Fig. 1: run 1, I/O pins on the die edge
Pins as bars across the die edge, other pins in grey.
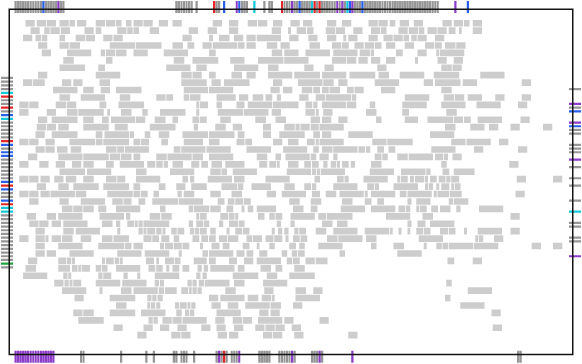
Fig. 2: run 1, clock wires, drivers and flops
Bar = 50 um.
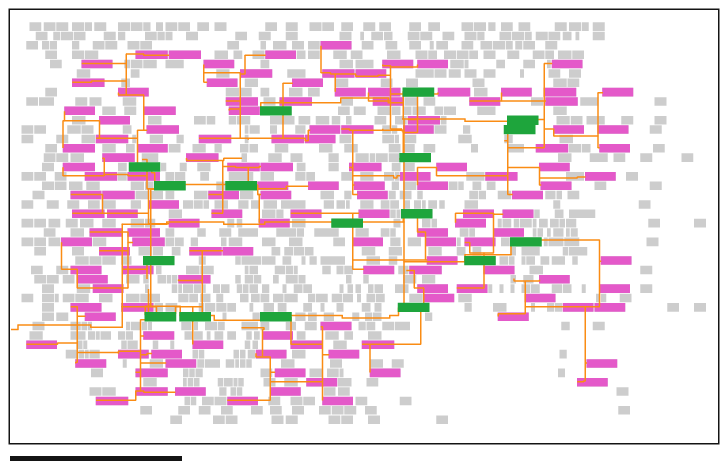
Fig. 3: run 1, where the registers sit
Other sequential cells in the stronger grey, the rest of the logic in the fainter grey.
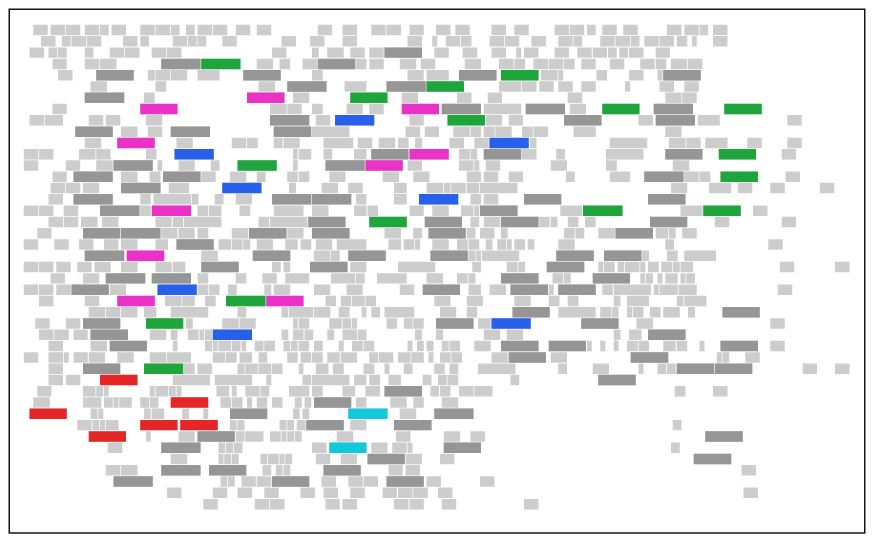
### src/rtl/cd_csr_pkg.sv
// Shared definitions for the CD CSR block: register map, int_flag bit
// positions, reset values and a small sticky-flag helper.
package cd_csr_pkg;

  // Register word addresses
  localparam logic [4:0] ADDR_VERSION   = 5'h00;
  localparam logic [4:0] ADDR_SETTING   = 5'h01;
  localparam logic [4:0] ADDR_IDLE_WAIT = 5'h02;
  localparam logic [4:0] ADDR_TX_PERMIT = 5'h03;
  localparam logic [4:0] ADDR_MAX_IDLE  = 5'h04;
  localparam logic [4:0] ADDR_TX_PRE    = 5'h05;
  localparam logic [4:0] ADDR_FILTER    = 5'h06;
  localparam logic [4:0] ADDR_DIV_LS    = 5'h07;
  localparam logic [4:0] ADDR_DIV_HS    = 5'h08;
  localparam logic [4:0] ADDR_INT_MASK  = 5'h09;
  localparam logic [4:0] ADDR_INT_FLAG  = 5'h0A;
  localparam logic [4:0] ADDR_RX        = 5'h0B;
  localparam logic [4:0] ADDR_TX        = 5'h0C;
  localparam logic [4:0] ADDR_RX_CTRL   = 5'h0D;
  localparam logic [4:0] ADDR_TX_CTRL   = 5'h0E;
  localparam logic [4:0] ADDR_FILTER_M  = 5'h0F;
  localparam logic [4:0] ADDR_INT_COAL  = 5'h10;
  localparam logic [4:0] ADDR_RX_PTR    = 5'h11;
  localparam logic [4:0] ADDR_TX_PTR    = 5'h12;

  // int_flag bit positions
  localparam int IF_IDLE    = 0;
  localparam int IF_RX_PEND = 1;
  localparam int IF_RX_BRK  = 2;
  localparam int IF_RX_LOST = 3;
  localparam int IF_RX_ERR  = 4;
  localparam int IF_TX_DONE = 5;
  localparam int IF_CD      = 6;
  localparam int IF_TX_ERR  = 7;

  // Bits of INT_FLAG that are sticky and write-1-to-clear
  localparam logic [7:0] W1C_MASK = 8'hDC;

  // Control bits inside RX_CTRL / TX_CTRL writes
  localparam int CTRL_DONE_SWITCH = 1;
  localparam int CTRL_CLEAN_ABORT = 4;
  localparam int CTRL_BREAK       = 5;

  typedef struct packed {
    logic idle_invert;
    logic full_duplex;
    logic break_sync;
    logic arbitration;
    logic not_drop;
    logic user_crc;
    logic tx_invert;
    logic tx_push_pull;
  } setting_t;

  // Reset values
  localparam logic [7:0] SETTING_RST   = 8'h10;
  localparam logic [7:0] IDLE_WAIT_RST = 8'd10;
  localparam logic [9:0] TX_PERMIT_RST = 10'd20;
  localparam logic [9:0] MAX_IDLE_RST  = 10'd200;
  localparam logic [1:0] TX_PRE_RST    = 2'd1;
  localparam logic [7:0] FILTER_RST    = 8'hFF;

  // Sticky flag update: a set event beats a simultaneous clear
  function automatic logic sticky_next(input logic cur, input logic set, input logic clr);
    return set | (cur & ~clr);
  endfunction

endpackage

### src/rtl/cd_csr_v2_if.sv
// CSR bus of the CD controller: word address, read/write strobes and data.
interface cd_csr_v2_if #(
  parameter int DATA_W = 32
) ();
  logic [4:0]        csr_address;
  logic              csr_read;
  logic              csr_write;
  logic [DATA_W-1:0] csr_writedata;
  logic [DATA_W-1:0] csr_readdata;

  modport master (
    output csr_address, csr_read, csr_write, csr_writedata,
    input  csr_readdata
  );

  modport slave (
    input  csr_address, csr_read, csr_write, csr_writedata,
    output csr_readdata
  );
endinterface

### src/rtl/cd_irq_coal.sv
// Interrupt coalescing: after a reload the request is held off for
// 'period' clocks; a period of zero disables the hold entirely.
module cd_irq_coal
  import cd_csr_pkg::*;
#(
  parameter int COAL_W = 8
) (
  input  logic              clk,
  input  logic              reset_n,
  input  logic              req,
  input  logic              reload,
  input  logic [COAL_W-1:0] period,
  output logic              irq
);

  logic [COAL_W-1:0] hold_cnt_d;
  logic [COAL_W-1:0] hold_cnt_q;

  // Next hold count: load on reload, otherwise count down to zero
  always_comb begin
    hold_cnt_d = hold_cnt_q;
    if (reload) begin
      hold_cnt_d = period;
    end else if (hold_cnt_q != {COAL_W{1'b0}}) begin
      hold_cnt_d = hold_cnt_q - COAL_W'(1);
    end else begin
      hold_cnt_d = hold_cnt_q;
    end
  end

  // Hold counter register
  always_ff @(posedge clk or negedge reset_n) begin
    if (!reset_n) begin
      hold_cnt_q <= {COAL_W{1'b0}};
    end else begin
      hold_cnt_q <= hold_cnt_d;
    end
  end

  assign irq = req & (hold_cnt_q == {COAL_W{1'b0}});

endmodule

### src/rtl/cd_csr_v2.sv
// CSR block of the CD bus controller: configuration registers, sticky
// interrupt flags with coalescing, and pointer-based RX/TX RAM access.
module cd_csr_v2
  import cd_csr_pkg::*;
#(
  parameter logic [7:0] VERSION = 8'h10,
  parameter int         DATA_W  = 32,
  parameter int         RAM_AW  = 6,
  parameter int         DIV_LS  = 346,
  parameter int         DIV_HS  = 346,
  parameter int         COAL_W  = 8
) (
  input  logic              clk,
  input  logic              reset_n,
  cd_csr_v2_if.slave        csr,
  output logic              irq,
  output logic [7:0]        setting,
  output logic [7:0]        idle_wait_len,
  output logic [9:0]        tx_permit_len,
  output logic [9:0]        max_idle_len,
  output logic [1:0]        tx_pre_len,
  output logic [7:0]        filter,
  output logic [7:0]        filter_m0,
  output logic [7:0]        filter_m1,
  output logic [15:0]       div_ls,
  output logic [15:0]       div_hs,
  output logic [RAM_AW-1:0] rx_ram_rd_addr,
  input  logic [DATA_W-1:0] rx_ram_rd_word,
  input  logic [7:0]        rx_ram_rd_len,
  output logic              rx_ram_rd_done,
  output logic              rx_clean_all,
  output logic              tx_ram_switch,
  output logic              tx_abort,
  output logic              tx_ram_wr_en,
  output logic [RAM_AW-1:0] tx_ram_wr_addr,
  output logic              has_break,
  input  logic              rx_error,
  input  logic              rx_ram_lost,
  input  logic              rx_break,
  input  logic              cd,
  input  logic              tx_err,
  input  logic              ack_break,
  input  logic              rx_pending,
  input  logic              tx_pending,
  input  logic              bus_idle,
  input  logic              rx_ram_rd_err
);

  // Register state
  setting_t          setting_q,   setting_d;
  logic [7:0]        idle_wait_q, idle_wait_d;
  logic [9:0]        tx_permit_q, tx_permit_d;
  logic [9:0]        max_idle_q,  max_idle_d;
  logic [1:0]        tx_pre_q,    tx_pre_d;
  logic [7:0]        filter_q,    filter_d;
  logic [7:0]        filter_m0_q, filter_m0_d;
  logic [7:0]        filter_m1_q, filter_m1_d;
  logic [15:0]       div_ls_q,    div_ls_d;
  logic [15:0]       div_hs_q,    div_hs_d;
  logic [7:0]        int_mask_q,  int_mask_d;
  logic [COAL_W-1:0] int_coal_q,  int_coal_d;
  logic              tx_err_q,    tx_err_d;
  logic              cd_q,        cd_d;
  logic              rx_err_q,    rx_err_d;
  logic              rx_lost_q,   rx_lost_d;
  logic              rx_brk_q,    rx_brk_d;
  logic [RAM_AW-1:0] rx_addr_q,   rx_addr_d;
  logic [RAM_AW-1:0] tx_addr_q,   tx_addr_d;
  logic              rx_done_q,   rx_done_d;
  logic              rx_clean_q,  rx_clean_d;
  logic              tx_switch_q, tx_switch_d;
  logic              tx_abort_q,  tx_abort_d;
  logic              has_break_q, has_break_d;

  // Combinational helpers
  logic [31:0] wdata_s;
  logic [31:0] rdata_s;
  logic [7:0]  int_flag_s;
  logic [7:0]  sticky_vec_s;
  logic [7:0]  clr_s;
  logic        break_set_s;
  logic        tx_wr_en_s;
  logic        irq_req_s;
  logic        reload_s;
  logic        unused_wdata_s;

  // Narrow buses zero-extend; every field then takes its low bits.
  assign wdata_s        = 32'(csr.csr_writedata);
  assign unused_wdata_s = ^wdata_s[31:16];

  // Live interrupt status word
  always_comb begin
    int_flag_s             = 8'h00;
    int_flag_s[IF_TX_ERR]  = tx_err_q;
    int_flag_s[IF_CD]      = cd_q;
    int_flag_s[IF_TX_DONE] = ~tx_pending;
    int_flag_s[IF_RX_ERR]  = setting_q.not_drop ? rx_ram_rd_err : rx_err_q;
    int_flag_s[IF_RX_LOST] = rx_lost_q;
    int_flag_s[IF_RX_BRK]  = rx_brk_q;
    int_flag_s[IF_RX_PEND] = rx_pending;
    int_flag_s[IF_IDLE]    = setting_q.idle_invert ? ~bus_idle : bus_idle;
  end

  // Sticky flags laid out at their int_flag positions
  always_comb begin
    sticky_vec_s             = 8'h00;
    sticky_vec_s[IF_TX_ERR]  = tx_err_q;
    sticky_vec_s[IF_CD]      = cd_q;
    sticky_vec_s[IF_RX_ERR]  = rx_err_q;
    sticky_vec_s[IF_RX_LOST] = rx_lost_q;
    sticky_vec_s[IF_RX_BRK]  = rx_brk_q;
  end

  // Read mux, decoded purely from the address
  always_comb begin
    rdata_s = 32'h0000_0000;
    case (csr.csr_address)
      ADDR_VERSION:   rdata_s = 32'(VERSION);
      ADDR_SETTING:   rdata_s = 32'(setting_q);
      ADDR_IDLE_WAIT: rdata_s = 32'(idle_wait_q);
      ADDR_TX_PERMIT: rdata_s = 32'(tx_permit_q);
      ADDR_MAX_IDLE:  rdata_s = 32'(max_idle_q);
      ADDR_TX_PRE:    rdata_s = 32'(tx_pre_q);
      ADDR_FILTER:    rdata_s = 32'(filter_q);
      ADDR_DIV_LS:    rdata_s = 32'(div_ls_q);
      ADDR_DIV_HS:    rdata_s = 32'(div_hs_q);
      ADDR_INT_MASK:  rdata_s = 32'(int_mask_q);
      ADDR_INT_FLAG:  rdata_s = 32'({rx_ram_rd_len, int_flag_s});
      ADDR_RX:        rdata_s = 32'(rx_ram_rd_word);
      ADDR_TX_CTRL:   rdata_s = 32'({has_break_q, 5'b0_0000});
      ADDR_FILTER_M:  rdata_s = 32'({filter_m1_q, filter_m0_q});
      ADDR_INT_COAL:  rdata_s = 32'(int_coal_q);
      ADDR_RX_PTR:    rdata_s = 32'(rx_addr_q);
      ADDR_TX_PTR:    rdata_s = 32'(tx_addr_q);
      default:        rdata_s = 32'h0000_0000;
    endcase
  end

  assign csr.csr_readdata = DATA_W'(rdata_s);

  // Next-state logic for all registers, pointers and pulses
  always_comb begin
    setting_d   = setting_q;
    idle_wait_d = idle_wait_q;
    tx_permit_d = tx_permit_q;
    max_idle_d  = max_idle_q;
    tx_pre_d    = tx_pre_q;
    filter_d    = filter_q;
    filter_m0_d = filter_m0_q;
    filter_m1_d = filter_m1_q;
    div_ls_d    = div_ls_q;
    div_hs_d    = div_hs_q;
    int_mask_d  = int_mask_q;
    int_coal_d  = int_coal_q;
    rx_addr_d   = rx_addr_q;
    tx_addr_d   = tx_addr_q;
    rx_done_d   = 1'b0;
    rx_clean_d  = 1'b0;
    tx_switch_d = 1'b0;
    tx_abort_d  = 1'b0;
    clr_s       = 8'h00;
    break_set_s = 1'b0;
    tx_wr_en_s  = 1'b0;

    // An RX read consumes the word and advances the read pointer
    if (csr.csr_read && (csr.csr_address == ADDR_RX)) begin
      rx_addr_d = rx_addr_q + RAM_AW'(1);
    end else begin
      rx_addr_d = rx_addr_q;
    end

    if (csr.csr_write) begin
      case (csr.csr_address)
        ADDR_SETTING:   setting_d   = setting_t'(wdata_s[7:0]);
        ADDR_IDLE_WAIT: idle_wait_d = wdata_s[7:0];
        ADDR_TX_PERMIT: tx_permit_d = wdata_s[9:0];
        ADDR_MAX_IDLE:  max_idle_d  = wdata_s[9:0];
        ADDR_TX_PRE:    tx_pre_d    = wdata_s[1:0];
        ADDR_FILTER:    filter_d    = wdata_s[7:0];
        ADDR_DIV_LS:    div_ls_d    = wdata_s[15:0];
        ADDR_DIV_HS:    div_hs_d    = wdata_s[15:0];
        ADDR_INT_MASK:  int_mask_d  = wdata_s[7:0];
        ADDR_INT_FLAG:  clr_s       = wdata_s[7:0] & W1C_MASK;
        ADDR_TX: begin
          tx_wr_en_s = 1'b1;
          tx_addr_d  = tx_addr_q + RAM_AW'(1);
        end
        ADDR_RX_CTRL: begin
          rx_clean_d = wdata_s[CTRL_CLEAN_ABORT];
          rx_done_d  = wdata_s[CTRL_DONE_SWITCH];
          rx_addr_d  = {RAM_AW{1'b0}};
        end
        ADDR_TX_CTRL: begin
          break_set_s = wdata_s[CTRL_BREAK];
          tx_abort_d  = wdata_s[CTRL_CLEAN_ABORT];
          tx_switch_d = wdata_s[CTRL_DONE_SWITCH];
          tx_addr_d   = {RAM_AW{1'b0}};
        end
        ADDR_FILTER_M: begin
          filter_m0_d = wdata_s[7:0];
          filter_m1_d = wdata_s[15:8];
        end
        ADDR_INT_COAL:  int_coal_d  = COAL_W'(wdata_s);
        ADDR_RX_PTR:    rx_addr_d   = RAM_AW'(wdata_s);
        ADDR_TX_PTR:    tx_addr_d   = RAM_AW'(wdata_s);
        default:        clr_s       = 8'h00;
      endcase
    end else begin
      clr_s = 8'h00;
    end

    tx_err_d    = sticky_next(tx_err_q,  tx_err,      clr_s[IF_TX_ERR]);
    cd_d        = sticky_next(cd_q,      cd,          clr_s[IF_CD]);
    rx_err_d    = sticky_next(rx_err_q,  rx_error,    clr_s[IF_RX_ERR]);
    rx_lost_d   = sticky_next(rx_lost_q, rx_ram_lost, clr_s[IF_RX_LOST]);
    rx_brk_d    = sticky_next(rx_brk_q,  rx_break,    clr_s[IF_RX_BRK]);
    has_break_d = break_set_s | (has_break_q & ~ack_break);
  end

  // State registers with asynchronous reset to documented values
  always_ff @(posedge clk or negedge reset_n) begin
    if (!reset_n) begin
      setting_q   <= setting_t'(SETTING_RST);
      idle_wait_q <= IDLE_WAIT_RST;
      tx_permit_q <= TX_PERMIT_RST;
      max_idle_q  <= MAX_IDLE_RST;
      tx_pre_q    <= TX_PRE_RST;
      filter_q    <= FILTER_RST;
      filter_m0_q <= FILTER_RST;
      filter_m1_q <= FILTER_RST;
      div_ls_q    <= 16'(DIV_LS);
      div_hs_q    <= 16'(DIV_HS);
      int_mask_q  <= 8'h00;
      int_coal_q  <= {COAL_W{1'b0}};
      tx_err_q    <= 1'b0;
      cd_q        <= 1'b0;
      rx_err_q    <= 1'b0;
      rx_lost_q   <= 1'b0;
      rx_brk_q    <= 1'b0;
      rx_addr_q   <= {RAM_AW{1'b0}};
      tx_addr_q   <= {RAM_AW{1'b0}};
      rx_done_q   <= 1'b0;
      rx_clean_q  <= 1'b0;
      tx_switch_q <= 1'b0;
      tx_abort_q  <= 1'b0;
      has_break_q <= 1'b0;
    end else begin
      setting_q   <= setting_d;
      idle_wait_q <= idle_wait_d;
      tx_permit_q <= tx_permit_d;
      max_idle_q  <= max_idle_d;
      tx_pre_q    <= tx_pre_d;
      filter_q    <= filter_d;
      filter_m0_q <= filter_m0_d;
      filter_m1_q <= filter_m1_d;
      div_ls_q    <= div_ls_d;
      div_hs_q    <= div_hs_d;
      int_mask_q  <= int_mask_d;
      int_coal_q  <= int_coal_d;
      tx_err_q    <= tx_err_d;
      cd_q        <= cd_d;
      rx_err_q    <= rx_err_d;
      rx_lost_q   <= rx_lost_d;
      rx_brk_q    <= rx_brk_d;
      rx_addr_q   <= rx_addr_d;
      tx_addr_q   <= tx_addr_d;
      rx_done_q   <= rx_done_d;
      rx_clean_q  <= rx_clean_d;
      tx_switch_q <= tx_switch_d;
      tx_abort_q  <= tx_abort_d;
      has_break_q <= has_break_d;
    end
  end

  // Coalescing: a W1C that actually clears a masked, set flag starts the hold.
  assign irq_req_s = |(int_flag_s & int_mask_q);
  assign reload_s  = |(clr_s & int_mask_q & sticky_vec_s);

  cd_irq_coal #(
    .COAL_W (COAL_W)
  ) u_coal (
    .clk     (clk),
    .reset_n (reset_n),
    .req     (irq_req_s),
    .reload  (reload_s),
    .period  (int_coal_q),
    .irq     (irq)
  );

  assign setting        = setting_q;
  assign idle_wait_len  = idle_wait_q;
  assign tx_permit_len  = tx_permit_q;
  assign max_idle_len   = max_idle_q;
  assign tx_pre_len     = tx_pre_q;
  assign filter         = filter_q;
  assign filter_m0      = filter_m0_q;
  assign filter_m1      = filter_m1_q;
  assign div_ls         = div_ls_q;
  assign div_hs         = div_hs_q;
  assign rx_ram_rd_addr = rx_addr_q;
  assign tx_ram_wr_addr = tx_addr_q;
  assign rx_ram_rd_done = rx_done_q;
  assign rx_clean_all   = rx_clean_q;
  assign tx_ram_switch  = tx_switch_q;
  assign tx_abort       = tx_abort_q;
  assign tx_ram_wr_en   = tx_wr_en_s;
  assign has_break      = has_break_q;

endmodule

### src/flat_wrapper.sv
// flat-port wrapper written by rule: the top's interface ports become plain ports
module cd_csr_v2_flat import cd_csr_pkg::*;
#(
  parameter logic [7:0] VERSION = 8'h10,
  parameter int         DATA_W  = 32,
  parameter int         RAM_AW  = 6,
  parameter int         DIV_LS  = 346,
  parameter int         DIV_HS  = 346,
  parameter int         COAL_W  = 8
)
  (clk, reset_n, irq, setting, idle_wait_len, tx_permit_len, max_idle_len, tx_pre_len, filter, filter_m0, filter_m1, div_ls, div_hs, rx_ram_rd_addr, rx_ram_rd_word, rx_ram_rd_len, rx_ram_rd_done, rx_clean_all, tx_ram_switch, tx_abort, tx_ram_wr_en, tx_ram_wr_addr, has_break, rx_error, rx_ram_lost, rx_break, cd, tx_err, ack_break, rx_pending, tx_pending, bus_idle, rx_ram_rd_err, csr_csr_address, csr_csr_read, csr_csr_write, csr_csr_writedata, csr_csr_readdata);
  cd_csr_v2_if #(.DATA_W(DATA_W)) csr_i ();
  input  logic clk;
  input  logic reset_n;
  output logic irq;
  output logic [7:0] setting;
  output logic [7:0] idle_wait_len;
  output logic [9:0] tx_permit_len;
  output logic [9:0] max_idle_len;
  output logic [1:0] tx_pre_len;
  output logic [7:0] filter;
  output logic [7:0] filter_m0;
  output logic [7:0] filter_m1;
  output logic [15:0] div_ls;
  output logic [15:0] div_hs;
  output logic [RAM_AW-1:0] rx_ram_rd_addr;
  input  logic [DATA_W-1:0] rx_ram_rd_word;
  input  logic [7:0] rx_ram_rd_len;
  output logic rx_ram_rd_done;
  output logic rx_clean_all;
  output logic tx_ram_switch;
  output logic tx_abort;
  output logic tx_ram_wr_en;
  output logic [RAM_AW-1:0] tx_ram_wr_addr;
  output logic has_break;
  input  logic rx_error;
  input  logic rx_ram_lost;
  input  logic rx_break;
  input  logic cd;
  input  logic tx_err;
  input  logic ack_break;
  input  logic rx_pending;
  input  logic tx_pending;
  input  logic bus_idle;
  input  logic rx_ram_rd_err;
  input wire logic [$bits(csr_i.csr_address)-1:0] csr_csr_address;
  input wire logic [$bits(csr_i.csr_read)-1:0] csr_csr_read;
  input wire logic [$bits(csr_i.csr_write)-1:0] csr_csr_write;
  input wire logic [$bits(csr_i.csr_writedata)-1:0] csr_csr_writedata;
  output wire logic [$bits(csr_i.csr_readdata)-1:0] csr_csr_readdata;
  assign csr_i.csr_address = csr_csr_address;
  assign csr_i.csr_read = csr_csr_read;
  assign csr_i.csr_write = csr_csr_write;
  assign csr_i.csr_writedata = csr_csr_writedata;
  assign csr_csr_readdata = csr_i.csr_readdata;
  cd_csr_v2 #(.VERSION(VERSION), .DATA_W(DATA_W), .RAM_AW(RAM_AW), .DIV_LS(DIV_LS), .DIV_HS(DIV_HS), .COAL_W(COAL_W)) u_core (.clk(clk), .reset_n(reset_n), .csr(csr_i), .irq(irq), .setting(setting), .idle_wait_len(idle_wait_len), .tx_permit_len(tx_permit_len), .max_idle_len(max_idle_len), .tx_pre_len(tx_pre_len), .filter(filter), .filter_m0(filter_m0), .filter_m1(filter_m1), .div_ls(div_ls), .div_hs(div_hs), .rx_ram_rd_addr(rx_ram_rd_addr), .rx_ram_rd_word(rx_ram_rd_word), .rx_ram_rd_len(rx_ram_rd_len), .rx_ram_rd_done(rx_ram_rd_done), .rx_clean_all(rx_clean_all), .tx_ram_switch(tx_ram_switch), .tx_abort(tx_abort), .tx_ram_wr_en(tx_ram_wr_en), .tx_ram_wr_addr(tx_ram_wr_addr), .has_break(has_break), .rx_error(rx_error), .rx_ram_lost(rx_ram_lost), .rx_break(rx_break), .cd(cd), .tx_err(tx_err), .ack_break(ack_break), .rx_pending(rx_pending), .tx_pending(tx_pending), .bus_idle(bus_idle), .rx_ram_rd_err(rx_ram_rd_err));
endmodule
### config.mk
export PLATFORM = sky130hd
export DESIGN_NAME = cd_csr_v2_flat
export DESIGN_NICKNAME = d
export VERILOG_FILES = /design/src/rtl/cd_csr_pkg.sv /design/src/rtl/cd_csr_v2_if.sv /design/src/rtl/cd_irq_coal.sv /design/src/rtl/cd_csr_v2.sv /design/src/flat_wrapper.sv
export SDC_FILE = /design/constraint.sdc
export NUM_CORES = 1
export LEC_CHECK = 0
export CORE_ASPECT_RATIO = 0.6
export CORE_MARGIN = 3
export CORE_UTILIZATION = 30
export DETAILED_ROUTE_END_ITERATION = 8
export GPL_ROUTABILITY_DRIVEN = 0
export SYNTH_ARGS = -nofsm -noshare
export SYNTH_HDL_FRONTEND = slang
export SYNTH_HIERARCHICAL = 1
export SYNTH_SLANG_ARGS = --single-unit
### constraint.sdc
create_clock -name clk -period 7.2 [get_ports clk]
set_clock_uncertainty 0.15 [all_clocks]
set_input_delay 2.16 -clock clk [delete_from_list [all_inputs] [get_ports clk]]
set_output_delay 2.16 -clock clk [all_outputs]
set_load 0.02 [all_outputs]
==> impl_metrics.tcl, run 1 <==
# collected from the flow reports
set metrics [dict create \
    ys_warn_count 6 \
    pwr-share-seq_pct 40.9 \
    synth-compound-area-share_pct 13.0 \
    setup-tns-final_ps 0 \
    hold_end "u_core/u_coal/hold_cnt_q[6]" \
    yosysChipArea_um2 7180 \
    logic_family "multiplexers" \
    postLayoutCellArea_um2 10600 \
    required_ps 4890 \
    crit_end "csr_csr_readdata[7]" \
    max_freq_mhz 141 \
    adder_share_pct 0.697 \
    holdBufCountCts 0 \
    area_growth_pct 47.4 \
    warning_count 45 \
    antenna_found_initial 0 \
    crit_cells 8 \
    synth.avg_cell_area_um2 11.8 \
    die_w_um 206 \
    syn_area_um2 7180 \
    cts_buffers 17 \
    worst_slack_ps 97.3 \
    finalPower_mw 2.87 \
    dp_hpwl_um 20300 \
    antenna_cells 0 \
    yosysMostFrequentCell "mux2_2" \
    rsz0062_at_grt "no" \
    top_area_cell "dfrtp_1" \
    r2r_end "u_core/u_coal/hold_cnt_q[5]" \
    routed.top_layer "met4" \
    nets 955 \
    wl_met2_um 11500 \
    dpl-instance-area_um2 10000 \
    path_buffers 3 \
    crit_chain "clkdlybuf4s50_1, or3b_1, nor3_4, buf_4, a22o_1, a2111oi_0, nand3_1, clkdlybuf4s50_1" \
    met3_length_um 1920 \
    xor_share_pct 0.975 \
    start_kind "input port" \
    stdcell_count 1188 \
    synth.top_cell.area_share_pct 33.8 \
    p_clk_share_pct 28.3 \
    status "finished clean" \
    critPathSlowestCell "clkdlybuf4s50_1" \
    edf_count 0 \
    met1Wirelength_um 14100 \
    place_ws_ps 9.51 \
    cts.sinks 140 \
    route.vias.total 6300 \
    core_util_floorplan_pct 30.8 \
    p_per_area_nw_per_um2 271 \
    ys.flop_type "dfrtp_1" \
    grt_max_degree 103 \
    comb_power_share_pct 30.8 \
    p_sw_mw 0.961 \
    common_cells "mux2_2, dfrtp_1, dfstp_2, a22oi_1, nand2_1" \
    finalHoldViolations 0 \
    core_area_um2 23300 \
    maxSlewViolCount 0 \
    synth_cells 611 \
    drtAntennaViolNets 0 \
    wl_per_cell_um 23.3 \
    fp-row-count 43 \
    switching_share_pct 33.5 \
    post_cts_buffers 0 \
    drive_above_1_share_pct 30.6 \
    reg2regPathDepth 7 \
    die_h_um 126 \
    vias_per_cell 5.30 \
    whs_ps 368 \
    relSlewSlack_pct 27.8 \
    route.detailed.drc 0 \
    dieArea_um2 25900 \
    path_class "input port to output port" \
    p_leak_nw 4.36 \
    holdCritPathClass "flip-flop to flip-flop" \
    crit_top_cell "clkdlybuf4s50_1" \
    maxPowerGroup "sequential cells" \
    cts_max_level 4 \
    r2r_slack_ps 4830 \
    p_int_mw 1.91 \
    startpoint "csr_csr_address[2]" \
    cts_resized 1 \
    finalSetupViolCount 0 \
    synthArstFlopShare_pct 100 \
    max_stage_delay_ps 580 \
    clkLatencyLatePin_ps 420 \
    hold_depth 2 \
    clkTransAtPathRegs_ps 50 \
    worstSetupEndpointType "output port" \
    drt_iter0_markers 537 \
    utilization_pct 45.4 \
    drt_first_pass_iters 5 \
    crit_fanout 7 \
    finalCritPeriodShare_pct 98.6 \
    maxCapViolCount 0 \
    grt-ovfl-total 0 \
    vdd_drop_max_mv 0.171 \
    p_comb_mw 0.883 \
    crit_arrival_ps 4790 \
    period_needed_ps 7100 \
    mux_area_share_pct 19.2 \
    grt_pass1_vias 6225 \
    grt_pass1_wl_um 41100 \
    io_pins 236 \
    cts_buffer_depth 2 \
    min_from "u_core/int_coal_q[6]" \
    area_leaders "dfrtp_1, mux2_2, dfstp_2" \
    seq-power_mw 1.17 \
    cts_root_buf "clkbuf_16" \
    synth_flops 140 \
    totalWireLength_um 27700 \
]
Back to the opening pictures, Fig. 1:
colour	port	pins	direction	edge
purple	csr_csr_writedata	32	input	21 south, 7 north, 4 east
red	tx_permit_len	10	output	5 west, 4 north, 1 south
blue	div_ls	16	output	7 west, 7 north, 2 east
green	clk	1	input	west
cyan	filter_m0	8	output	4 west, 3 north, 1 east
all pins by edge	106 north, 56 south, 52 west, 22 east

Back to the opening pictures, Fig. 2:
[magenta] flip-flops | count: 140
[green] clock-net drivers | count: 17
[orange] clock wires | length: 1970 um
routed clock nets	18

Back to the opening pictures, Fig. 3:
colour	signal	placed flops
green	u_core/div_hs	16
blue	u_core/filter_m0	8
magenta	u_core/tx_permit_len	10
cyan	u_core/tx_pre_len	2
red	u_core/rx_ram_rd_addr	6
not coloured	98

## run 1: flip-flops by register name, indices dropped and copies added, names as in the netlist, 2 cells and up
name and flops:
u_core/tx_pre_len 2, u_core/max_idle_len 10, u_core/filter 8, u_core/div_hs 16
u_core/tx_permit_len 10, u_core/filter_m1 8, u_core/tx_ram_wr_addr 6, u_core/setting 8
u_core/filter_m0 8, u_core/rx_ram_rd_addr 6, u_core/div_ls 16, u_core/int_mask_q 8
u_core/u_coal/hold_cnt_q 8, u_core/int_coal_q 8, u_core/idle_wait_len 8
## run 1: cell type report
| cell class | instances | area [um^2] |
|---|---|---|
| repair buffers | 266 | 2610 |
| well taps | 315 | 394 |
| fillers | 2171 | 12700 |
| clock inverters | 10 | 67.6 |
| clock buffers | 22 | 474 |
| flip-flops and latches | 140 | 3560 |
| multi-input cells | 426 | 3450 |
| inverters | 9 | 33.8 |
## run 1: placed cells by master (no fill, tap or decap), drive strengths merged, types with 5 or more instances in the layout
cell type / n
clkdlybuf4s50: 216
nor4: 5
and2: 20
nor2b: 8
mux2i: 8
clkbuf: 22
o31ai: 5
and3: 10
nand3: 21
nor3: 16
or3b: 5
nand2: 39
a21oi: 15
a22o: 7
nand4: 6
nor2: 21
a21o: 6
dfrtp: 97
o21ai: 20
a22oi: 34
a221oi: 9
inv: 11
dfstp: 43
buf: 48
xor2: 5
a222oi: 8
mux2: 112
## run 1: worst register-to-register path, stage by stage, from the launching register on
cell and delay, ps:
dfrtp_1 430, nand3_1 90, nand2_1 80, a31oi_1 40, a31oi_1 850, buf_4 310, a31oi_1 60, a221oi_2 260
## run 1: metal layers
metal / GRT usage (%) / vias up
met5: 0 / -
li1: - / 2807
met2: 29.5 / 266
met1: 34.0 / 3215
met3: 5.19 / 12
met4: 2.71 / 0
Fig. 4: run 1, M4 wires
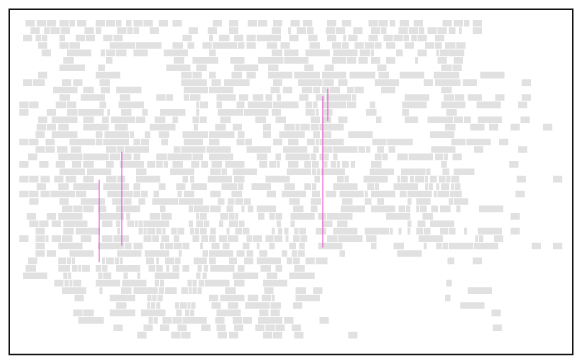

==> inputs of run 2 (changes only) <==
--- a/config.mk
+++ b/config.mk
@@ -10,6 +10,7 @@
 export CORE_UTILIZATION = 30
 export DETAILED_ROUTE_END_ITERATION = 8
 export GPL_ROUTABILITY_DRIVEN = 0
+export PLACE_DENSITY = 0.66
 export SYNTH_ARGS = -nofsm -noshare
 export SYNTH_HDL_FRONTEND = slang
 export SYNTH_HIERARCHICAL = 1
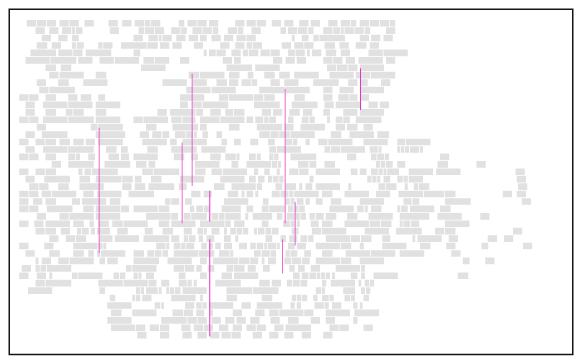
Fig. 5. M4 wires (run 2).
longest straight run	49.0 um
main direction	vertical
nets with wire on the layer	6
share of all routed wire	0.93%

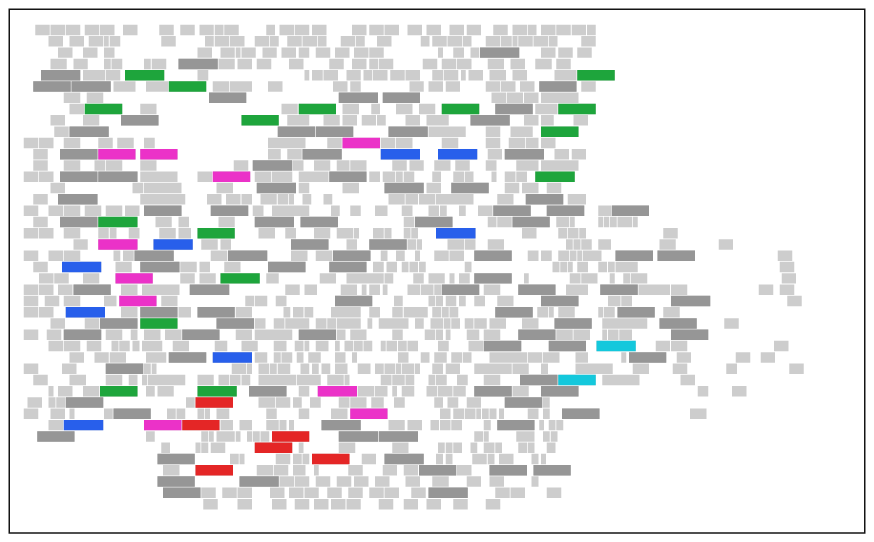
Fig. 6. Where the registers sit (run 2).
Other sequential cells in the stronger grey, the rest of the logic in the fainter grey.
colour	signal	placed flops
red	u_core/rx_ram_rd_addr	6
blue	u_core/filter_m0	8
cyan	u_core/tx_pre_len	2
magenta	u_core/tx_permit_len	10
green	u_core/div_hs	16
not coloured	98
Core Util, Final: 45.4%
flop share of the area: 33.6%
Seq group: 1.17 mW
Reg area: 3560 um^2

==> impl_metrics.tcl, run 2 <==
# collected from the flow reports
set metrics [dict create \
    whs_ps 373 \
    core_area_um2 23300 \
    holdCritPathClass "flip-flop to flip-flop" \
    required_ps 4890 \
    wl_per_cell_um 23.0 \
    crit_arrival_ps 4810 \
    ys_warn_count 6 \
    logic_family "multiplexers" \
    xor_share_pct 0.975 \
    area_leaders "dfrtp_1, mux2_2, dfstp_2" \
    vias_per_cell 5.33 \
    path_class "input port to output port" \
    crit_fanout 11 \
    finalHoldViolations 0 \
    cts_root_buf "clkbuf_16" \
    cts_max_level 4 \
    r2r_slack_ps 5240 \
    synthArstFlopShare_pct 100 \
    totalWireLength_um 27200 \
    drtAntennaViolNets 0 \
    period_needed_ps 7120 \
    dieArea_um2 25900 \
    cts_buffers 17 \
    top_area_cell "dfrtp_1" \
    grt_max_degree 104 \
    grt.busiest_layer "met1" \
    hold_depth 1 \
    critPathSlowestCell "clkdlybuf4s50_1" \
    worst_slack_ps 77.3 \
    finalSetupViolCount 0 \
    worstSetupEndpointType "output port" \
    maxCapViolCount 0 \
    r2r_end "u_core/u_coal/hold_cnt_q[1]" \
    p_per_area_nw_per_um2 282 \
    maxSlewViolCount 0 \
    max_freq_mhz 140 \
    place_ws_ps 28.5 \
    clkTransAtPathRegs_ps 60 \
    route.vias.total 6310 \
    warning_count 45 \
    most-common-layout-cells "clkdlybuf4s50_1, mux2_2, dfrtp_1" \
    synth-compound-area-share_pct 13.0 \
    synth.top_cell.area_share_pct 33.8 \
    dpl-instance-area_um2 9960 \
    hold_end "u_core/rx_err_q" \
    cts.sinks 140 \
    drt_first_pass_iters 8 \
    met1Wirelength_um 12900 \
    vdd_drop_max_mv 0.151 \
    reg2regPathDepth 5 \
    common_cells "mux2_2, dfrtp_1, dfstp_2, a22oi_1, nand2_1" \
    drive_above_1_share_pct 30.1 \
    core_util_floorplan_pct 30.8 \
    synth_cells 611 \
    grtUsageMet3_pct 6.25 \
    fillerInstances 2148 \
    nets 950 \
    syn_area_um2 7180 \
    synth_flops 140 \
    grt-ovfl-total 0 \
    p_int_mw 1.99 \
    antenna_cells 0 \
    clkLatencyLatePin_ps 420 \
    pwr-share-seq_pct 39.2 \
    yosysMostFrequentCell "mux2_2" \
    finalPower_mw 2.98 \
    area_growth_pct 47.3 \
    p_sw_mw 0.989 \
    grt_pass1_wl_um 39900 \
    gr-usage-met1_pct 31.5 \
    min_from "u_core/rx_err_q" \
    final_common_cell "clkdlybuf4s50_1" \
    fp-row-count 43 \
    io_pins 236 \
    met3_length_um 2560 \
    status "finished clean" \
    die_w_um 206 \
    adder_share_pct 0.697 \
]
-- run 2: cell count changes in the layout (fill, tap and decap cells not counted), moves of 2 or more --
cell / change
buf_12: -2
bufinv_16: +2
buf_4: -3
nor2_4: -2
clkdlybuf4s50_1: +2
dlymetal6s2s_1: -2
clkinv_2: -4
clkbuf_1: -2
clkinv_4: +4
clkinvlp_4: -3
inv_8: +2
-- run 2: area by class of cell --
type                    count  area, um^2  share of cell area [%]
repair buffers            261        2550                    24.1
clock buffers              20         467                    4.41
inverters                   9        33.8                   0.319
multi-input cells         426        3430                    32.4
clock inverters            12         151                    1.43
well taps                 315         394                    3.73
flip-flops and latches    140        3560                    33.6
-- run 2: what timing repair did --
action / in CTS / in global routing
resized: 0 / 2
endpoints found under the setup margin: 0 / 5
hold endpoints to repair: 0 / 0
setup buffers: 0 / 0
-- run 2: power groups by stage --
stage               Combinational, mW  Sequential [mW]  Clock, mW
finish                          0.887             1.17      0.922
CTS                             0.890             1.16      0.933
floorplan                       0.320             1.27          0
global placement                0.872             1.17          0
global route                    0.940             1.19      0.968
detailed placement              0.885             1.18          0
-- run 2: worst max path at each step --
stage / from / end / slack, ps / cells after the start
finish: csr_csr_address[4] / csr_csr_readdata[7] / 80 / 8
global route: csr_csr_address[4] / csr_csr_readdata[1] / 10 / 8
CTS: csr_csr_address[4] / csr_csr_readdata[6] / 20 / 8
detailed placement: csr_csr_address[4] / csr_csr_readdata[6] / 30 / 8
global placement: csr_csr_address[4] / csr_csr_readdata[6] / 40 / 8
floorplan: csr_csr_address[0] / csr_csr_readdata[5] / 1330 / 7
-- run 2: worst max-delay path, delay by kind of cell --
family                 cells  cell delay, ps
buffers and inverters      3            1430
and+or+nand+nor            3             620
AOI/OAI and AO/OA          2             590
==> inputs of run 3 (changes only) <==
--- a/config.mk
+++ b/config.mk
@@ -5,6 +5,7 @@
 export SDC_FILE = /design/constraint.sdc
 export NUM_CORES = 1
 export LEC_CHECK = 0
+export CAP_MARGIN = 10
 export CORE_ASPECT_RATIO = 0.6
 export CORE_MARGIN = 3
 export CORE_UTILIZATION = 30
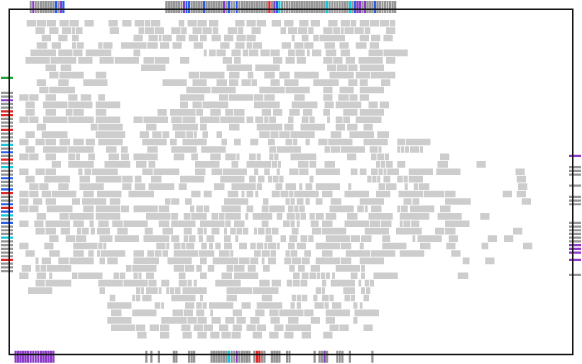
Fig. 7. I/O pins on the die edge (run 3).
Pins as bars across the die edge, other pins in grey.
colour	port	pins	direction	edge
red	tx_permit_len	10	output	7 west, 2 south, 1 north
green	clk	1	input	west
cyan	filter_m0	8	output	4 west, 3 north, 1 south
blue	div_ls	16	output	10 north, 6 west
purple	csr_csr_writedata	32	input	18 south, 8 north, 5 east, 1 west
all pins by edge	106 north, 61 south, 50 west, 19 east
IO Port Bufs: 219
Die Span Y: 126 um
die width: 206 um

==> impl_metrics.tcl, run 3 <==
# collected from the flow reports
set metrics [dict create \
    status "finished clean" \
    dpl-instance-area_um2 9960 \
    required_ps 4890 \
    drive_above_1_share_pct 30.1 \
    synth_flops 140 \
    holdBufCountCts 0 \
    antenna_cells 0 \
    whs_ps 373 \
    yosysMostFrequentCell "mux2_2" \
    cts.sinks 140 \
    grt_pass1_vias 6185 \
    route.detailed.drc 0 \
    drtAntennaViolNets 0 \
    p_int_mw 1.99 \
    pwr-share-seq_pct 39.2 \
    grt-ovfl-total 0 \
    maxSlewViolCount 0 \
    finalPower_mw 2.98 \
    clkLatencyLatePin_ps 420 \
    rsz0062_at_grt "no" \
    drt_iter0_markers 697 \
    worstSetupEndpointType "output port" \
    synth_cell_types 61 \
    fp-row-count 43 \
    clkTransAtPathRegs_ps 60 \
    synth.top_cell.area_share_pct 33.8 \
    finalHoldViolations 0 \
    crit_fanout 11 \
    period_needed_ps 7120 \
    synth.avg_cell_area_um2 11.8 \
    antenna_found_initial 0 \
    p_sw_mw 0.989 \
    final_common_cell "clkdlybuf4s50_1" \
    comb_area_um2 3430 \
    maxCapViolCount 0 \
    synth_cells 611 \
    regArea_um2 3560 \
    cts_buffers 17 \
    dp_hpwl_um 20100 \
    area_leaders "dfrtp_1, mux2_2, dfstp_2" \
    p_per_area_nw_per_um2 282 \
    path_buffers 3 \
    cts_max_level 4 \
    crit_chain "clkdlybuf4s50_1, or3b_1, nor2_1, buf_4, a22o_1, a2111oi_0, nand3_1, clkdlybuf4s50_1" \
    critPathSlowestCell "clkdlybuf4s50_1" \
    route.vias.total 6310 \
    area_growth_pct 47.3 \
    core_util_floorplan_pct 30.8 \
    top_area_cell "dfrtp_1" \
    warning_count 45 \
    holdCritPathClass "flip-flop to flip-flop" \
    totalWireLength_um 27200 \
    path_class "input port to output port" \
    crit_top_cell "clkdlybuf4s50_1" \
    edf_count 0 \
    cts_tree "built" \
    syn_area_um2 7180 \
    drt_first_pass_iters 8 \
    io_pins 236 \
    worst_slack_ps 77.3 \
    core_area_um2 23300 \
    grt_max_degree 104 \
    synthArstFlopShare_pct 100 \
    wl_per_cell_um 23.0 \
    nets 950 \
    cts_buffer_depth 2 \
    fillerInstances 2148 \
    crit_family "buffers and inverters" \
    dieArea_um2 25900 \
    most-common-layout-cells "clkdlybuf4s50_1, mux2_2, dfrtp_1" \
    max_freq_mhz 140 \
    crit_arrival_ps 4810 \
    vias_per_cell 5.33 \
    yosysChipArea_um2 7180 \
    common_cells "mux2_2, dfrtp_1, dfstp_2, a22oi_1, nand2_1" \
    finalSetupViolCount 0 \
    ys_cells 611 \
    p_clk_share_pct 31.0 \
    utilization_pct 45.4 \
    grt_pass1_wl_um 39900 \
    vdd_drop_max_mv 0.151 \
    dp.cells 1151 \
    place_ws_ps 28.5 \
    comb_power_share_pct 29.8 \
    r2r_slack_ps 5240 \
    ys_warn_count 6 \
    cts_root_buf "clkbuf_16" \
    max_stage_delay_ps 680 \
]
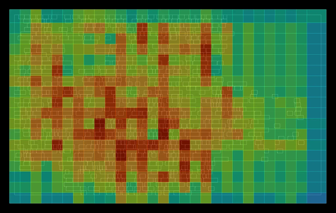
Fig. 8. Congestion heat map (run 3).
Total GRT Usage: 20.6%
GR Layer Usage met3: 6.25%

-- run 3: worst paths after layout --
path,startpoint,to,cells after the start
worst max-delay path,csr_csr_address[4],csr_csr_readdata[7],8
worst min-delay path,u_core/rx_err_q,u_core/rx_err_q,1
worst max register to register,u_core/u_coal/hold_cnt_q[0],u_core/u_coal/hold_cnt_q[1],5
worst min register to register,u_core/rx_err_q,u_core/rx_err_q,1
max in group asynchronous,reset_n,u_core/filter[4],2
min in group asynchronous,reset_n,u_core/setting[1],1
-- run 3: cells by family after synthesis --
| logic type | count (synthesis) | synth area share, % |
|---|---|---|
| AND-OR/OR-AND | 127 | 13.0 |
| flip-flops | 140 | 49.5 |
| AND/OR/NAND/NOR | 167 | 13.8 |
| adder cells (fa/ha/maj) | 4 | 0.697 |
| multiplexers | 120 | 19.2 |
| buffers and inverters | 45 | 2.82 |
| XOR/XNOR | 8 | 0.975 |
-- run 3: power groups by stage --
stage               combinational (mW)  sequential, mW  clock (mW)
floorplan                        0.320            1.27           0
global placement                 0.872            1.17           0
detailed placement               0.885            1.18           0
CTS                              0.890            1.16       0.933
global route                     0.940            1.19       0.968
finish                           0.887            1.17       0.922
-- run 3: cell type report --
class | count | share of cell area [%]
clock inverters | 12 | 1.43
flip-flops and latches | 140 | 33.6
clock buffers | 20 | 4.41
multi-input cells | 426 | 32.4
inverters | 9 | 0.319
repair buffers | 261 | 24.1
well taps | 315 | 3.73
-- run 3: metal layers --
metal	global-route usage, %	part of all wire (%)
met4	4.63	0.93
met2	28.5	42
met3	6.25	9.4
met5	0	0
met1	31.5	47
-- run 3: repair_timing --
item | CTS | global route
buffers inserted | 0 | 0
resized | 0 | 2
endpoints found under the setup margin | 0 | 5
Power figures rest on the tool's default switching activity, not on a simulated workload.
